File: src/rtl/midi_pkg.sv
// Shared constants and types for the MIDI voice allocator.
// Status nibbles, parser states and the per-slot voice word.
package midi_pkg;

   localparam logic [3:0] NOTE_OFF      = 4'h8;
   localparam logic [3:0] NOTE_ON       = 4'h9;
   localparam logic [3:0] CTRL          = 4'hB;
   localparam logic [7:0] REALTIME_MIN  = 8'hF8;
   localparam logic [6:0] ALL_NOTES_OFF = 7'd123;

   typedef enum logic [1:0] {
      WAIT_STATUS,
      WAIT_D1,
      WAIT_D2,
      SKIP
   } parse_state_e;

   typedef struct packed {
      logic [7:0] note;
      logic [7:0] vel;
   } voice_word_t;

endpackage

File: src/rtl/voice_slot_finder.sv
// Combinational slot search: note matches, lowest free slot and
// oldest slot (lowest index wins on equal age).
module voice_slot_finder
   import midi_pkg::*;
#(
   parameter int NUM_VOICES = 5,
   parameter int IW         = 3
) (
   input  voice_word_t           words_in [NUM_VOICES],
   input  logic [NUM_VOICES-1:0] on_in,
   input  logic [2:0]            ages_in [NUM_VOICES],
   input  logic [7:0]            note_in,
   output logic [NUM_VOICES-1:0] match_mask_out,
   output logic [IW-1:0]         first_free_idx_out,
   output logic                  any_free_out,
   output logic [IW-1:0]         oldest_idx_out
);

   logic [2:0] best_age;

   always_comb begin
      match_mask_out     = '0;
      first_free_idx_out = '0;
      any_free_out       = 1'b0;
      oldest_idx_out     = '0;
      best_age           = ages_in[0];
      for (int i = 0; i < NUM_VOICES; i++) begin
         match_mask_out[i] = on_in[i] && (words_in[i].note == note_in);
      end
      for (int i = NUM_VOICES - 1; i >= 0; i--) begin
         if (!on_in[i]) begin
            any_free_out       = 1'b1;
            first_free_idx_out = IW'(i);
         end
      end
      for (int i = 1; i < NUM_VOICES; i++) begin
         if (ages_in[i] > best_age) begin
            best_age       = ages_in[i];
            oldest_idx_out = IW'(i);
         end
      end
   end

endmodule

File: src/rtl/midi_voice_alloc.sv
// MIDI byte parser with running status feeding a small voice table
// that the note combiner samples on each change strobe.
module midi_voice_alloc
   import midi_pkg::*;
#(
   parameter int NUM_VOICES = 5,
   parameter int CHANNEL    = 0,
   parameter bit OMNI       = 1'b1
) (
   input  logic                       clk_in,
   input  logic                       rst_in,
   input  logic [7:0]                 byte_in,
   input  logic                       byte_valid_in,
   output logic [NUM_VOICES-1:0]      on_array_out,
   output logic [16*NUM_VOICES-1:0]   midi_burst_data_out,
   output logic                       midi_burst_change_out,
   output logic                       voices_full_out
);

   localparam int IW = (NUM_VOICES > 1) ? $clog2(NUM_VOICES) : 1;

   parse_state_e          state_q, state_d;
   logic [3:0]            stat_q, stat_d;
   logic [6:0]            d1_q, d1_d;
   logic [NUM_VOICES-1:0] on_q, on_d;
   voice_word_t           word_q [NUM_VOICES];
   voice_word_t           word_d [NUM_VOICES];
   logic [2:0]            age_q [NUM_VOICES];
   logic [2:0]            age_d [NUM_VOICES];
   logic                  chg_q, chg_d;
   logic                  full_q, full_d;

   logic [NUM_VOICES-1:0] match;
   logic [IW-1:0]         first_free, oldest, target;
   logic                  any_free;
   logic                  is_rt, is_sys, is_stat;
   logic                  ch_ok, known, commit;
   logic                  note_on, note_off, aof;
   logic [6:0]            d2;

   voice_slot_finder #(
      .NUM_VOICES (NUM_VOICES),
      .IW         (IW)
   ) u_finder (
      .words_in           (word_q),
      .on_in              (on_q),
      .ages_in            (age_q),
      .note_in            ({1'b0, d1_q}),
      .match_mask_out     (match),
      .first_free_idx_out (first_free),
      .any_free_out       (any_free),
      .oldest_idx_out     (oldest)
   );

   assign is_rt    = byte_in >= REALTIME_MIN;
   assign is_sys   = (byte_in[7:4] == 4'hF) && !is_rt;
   assign is_stat  = byte_in[7] && (byte_in[7:4] != 4'hF);
   assign ch_ok    = OMNI || (byte_in[3:0] == 4'(CHANNEL));
   assign known    = (byte_in[7:4] == NOTE_OFF) || (byte_in[7:4] == NOTE_ON) ||
                     (byte_in[7:4] == CTRL);
   assign d2       = byte_in[6:0];
   assign note_on  = (stat_q == NOTE_ON) && (d2 != 7'd0);
   assign note_off = (stat_q == NOTE_OFF) || ((stat_q == NOTE_ON) && (d2 == 7'd0));
   assign aof      = (stat_q == CTRL) && (d1_q == ALL_NOTES_OFF);
   assign target   = any_free ? first_free : oldest;

   always_comb begin
      state_d = state_q;
      stat_d  = stat_q;
      d1_d    = d1_q;
      commit  = 1'b0;
      if (byte_valid_in) begin
         unique case (1'b1)
            is_rt: ;
            is_sys: begin
               stat_d  = 4'h0;
               state_d = SKIP;
            end
            is_stat: begin
               stat_d  = byte_in[7:4];
               state_d = (ch_ok && known) ? WAIT_D1 : SKIP;
            end
            default: begin
               unique case (state_q)
                  WAIT_D1: begin
                     d1_d    = byte_in[6:0];
                     state_d = WAIT_D2;
                  end
                  WAIT_D2: begin
                     commit  = 1'b1;
                     state_d = WAIT_D1;
                  end
                  WAIT_STATUS, SKIP: ;
               endcase
            end
         endcase
      end
   end

   always_comb begin
      on_d   = on_q;
      word_d = word_q;
      age_d  = age_q;
      chg_d  = 1'b0;
      if (commit) begin
         if (note_on && (|match)) begin
            for (int i = 0; i < NUM_VOICES; i++) begin
               if (match[i]) begin
                  word_d[i].vel = {1'b0, d2};
                  age_d[i]      = 3'd0;
               end
            end
            chg_d = 1'b1;
         end else if (note_on) begin
            // free slot or steal; every other sounding slot grows older
            for (int i = 0; i < NUM_VOICES; i++) begin
               if (IW'(i) == target) begin
                  word_d[i] = '{note: {1'b0, d1_q}, vel: {1'b0, d2}};
                  on_d[i]   = 1'b1;
                  age_d[i]  = 3'd0;
               end else if (on_q[i] && (age_q[i] != 3'd7)) begin
                  age_d[i] = age_q[i] + 3'd1;
               end
            end
            chg_d = 1'b1;
         end else if (note_off) begin
            for (int i = 0; i < NUM_VOICES; i++) begin
               if (match[i]) begin
                  on_d[i]   = 1'b0;
                  word_d[i] = '0;
                  age_d[i]  = 3'd0;
               end
            end
            chg_d = |match;
         end else if (aof) begin
            for (int i = 0; i < NUM_VOICES; i++) begin
               word_d[i] = '0;
               age_d[i]  = 3'd0;
            end
            on_d  = '0;
            chg_d = |on_q;
         end
      end
      full_d = &on_d;
   end

   always_ff @(posedge clk_in) begin
      if (!rst_in) begin
         state_q <= WAIT_STATUS;
         stat_q  <= 4'h0;
         d1_q    <= 7'd0;
         on_q    <= '0;
         chg_q   <= 1'b0;
         full_q  <= 1'b0;
         for (int i = 0; i < NUM_VOICES; i++) begin
            word_q[i] <= '0;
            age_q[i]  <= 3'd0;
         end
      end else begin
         state_q <= state_d;
         stat_q  <= stat_d;
         d1_q    <= d1_d;
         on_q    <= on_d;
         chg_q   <= chg_d;
         full_q  <= full_d;
         word_q  <= word_d;
         age_q   <= age_d;
      end
   end

   always_comb begin
      midi_burst_data_out = '0;
      for (int i = 0; i < NUM_VOICES; i++) begin
         midi_burst_data_out[16*i +: 16] = word_q[i];
      end
   end

   assign on_array_out          = on_q;
   assign midi_burst_change_out = chg_q;
   assign voices_full_out       = full_q;

endmodule

File: config.mk
export PLATFORM = sky130hd
export DESIGN_NAME = midi_voice_alloc
export DESIGN_NICKNAME = d
export VERILOG_FILES = /design/src/rtl/midi_pkg.sv /design/src/rtl/voice_slot_finder.sv /design/src/rtl/midi_voice_alloc.sv
export SDC_FILE = /design/constraint.sdc
export NUM_CORES = 1
export LEC_CHECK = 0
export ABC_AREA = 1
export CORE_MARGIN = 1
export CORE_UTILIZATION = 40
export DETAILED_ROUTE_END_ITERATION = 8
export DONT_BUFFER_PORTS = 1
export PLACE_DENSITY_LB_ADDON = 0.08
export SYNTH_ARGS = -nofsm -noshare
export SYNTH_HDL_FRONTEND = slang
export SYNTH_SLANG_ARGS = --single-unit
File: constraint.sdc
create_clock -name clk_in -period 6.45 [get_ports clk_in]
set_input_delay 1.6125 -clock clk_in [delete_from_list [all_inputs] [get_ports clk_in]]
set_output_delay 1.6125 -clock clk_in [all_outputs]
set_load 0.005 [all_outputs]
==> results.yml <==
# physical design summary
setup_path:
  worstReg2RegEnd: "midi_burst_data_out[8]"
  slowest_delay_ns: 0.50
  cp-start-kind: "register"
  rr_startpoint: "age_q[14]"
  crit_buf_inv: 3
  reg2reg_depth: 33
  crit_top_cell: "nand2_1"
logic_synthesis:
  synth.most_common_cell: "nand2_1"
  ys_types: 41
  synth-edff-count: 0
  ys_warn_count: 0
  ys_sh_simple_pct: 32.8
  aoi_share_pct: 14.8
  synthXorXnorAreaFrac_pct: 3.01
  ys_top_logic_family: "simple AND/OR/NAND/NOR gates"
  yosys_cells: 908
cts:
  cts_resized: 0
  post_cts_buffers: 0
  h-tree-depth: 3
  postCtsHoldBufs: 0
  cts_tree: "done"
outcome:
  violations: "design-rule violations"
  status: "finished, violations left"
final_timing:
  finClkSkew_ns: 0.0101
  setup_tns_ns: 0
  finalSetupViolCount: 0
  min_period_ns: 5.18
  final_max_slew_viol_count: 0
  max_freq_ghz: 0.193
final_layout:
  num_antenna_cells: 0
  flops: 105
  lay_top_count: "nand2_1"
  final_cell_count_no_fill: 1080
  final_cell_mix: "nand2_1 (231), nor2_1 (114), dfxtp_1 (105)"
  final_net_count: 927
  final_area_um2: 6460
  sh_seq_area_pct: 32.5
  clock_area_share_pct: 4.88
  syn2layout_area_growth_pct: 5.86
  dominant_cells: "multi-input combinational cells"
  area_share_nonclk_buffers_pct: 0.232
  inverters: 99
drt:
  drc: 5
  ant_nets: 0
  drt_iter0_drc: 399
  wl_met3_um: 1280
  top_layer_used: "met4"
  drt-met1-wl_um: 8210
  route.met2.wl_um: 7810
grt:
  grt_max_degree: 71
  antenna_found_initial: 0
  gr-max-usage-layer: "met2"
  grt_overflow_total: 0
die:
  rows: 44
  fp.coreArea_um2: 14700
  die_h_um: 126
  taps: 184
power_and_ir_drop:
  p_int_w: 0.00102
  clk-power_w: 0.000589
  p_sw_share_pct: 23.9
  p_comb_share_pct: 6.5
  switchingPower_w: 0.000321
  p_seq_w: 0.000667
  p_seq_share_pct: 49.7
  p_leak_nw: 2.90
  total_power_w: 0.00134
placement:
  gp_congestion: 0.870
  dp_hpwl_um: 13300
hold_path:
  min_delay_worst_endpoint: "stat_q[2]"
  hold_depth: 2
  min-delay-path-class: "register to register"
job:
  openroad.warnings: 27
### Met1 routing

Supply wires on this layer in gray.
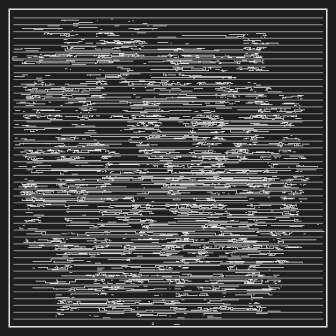
longest straight run: 41.4 um
main direction: horizontal
routing usage on met1: 31.1%
final WL: 17,600 um

### M2 wires

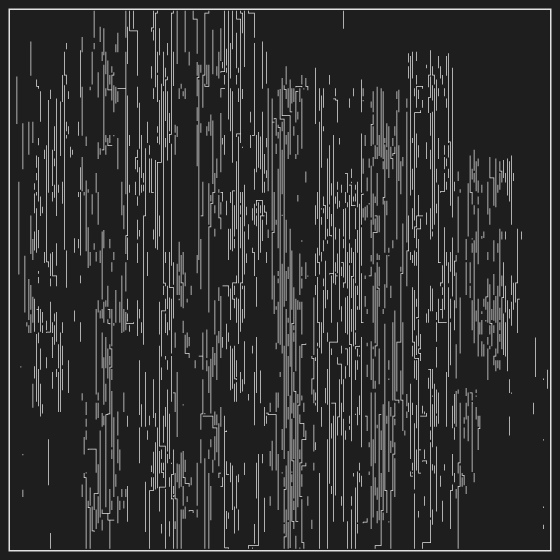
main direction: vertical
share of all routed wire: 44%
met2 usage: 35.9%
via count: 5,620

### Metal 3

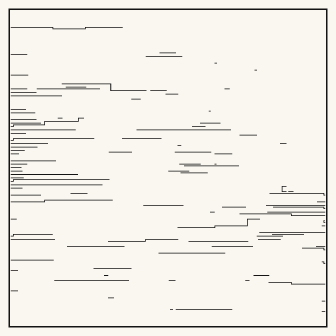
nets with wire on the layer: 83
share of all routed wire: 7.3%
GR Util met3: 6.38%

### Met4 routing

Scale bar: 50 um. Supply wires on this layer in gray. Cells faint in the background.
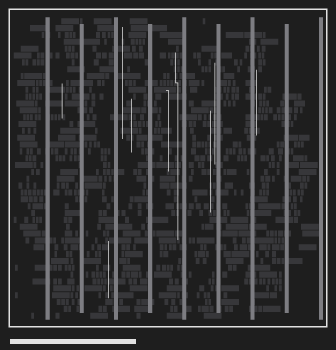
nets with wire on the layer: 7
longest straight run: 62.3 um
share of all routed wire: 1.8%
wire length on this layer: 315 um
main direction: vertical

### Clock wiring as the flow saved it

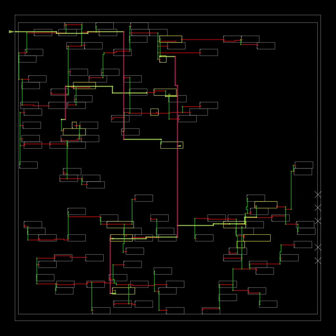
clk ins delay skew pair: 0.36 ns
clock buf count: 9
Num CTS Buffers: 9
# clock sinks: 105

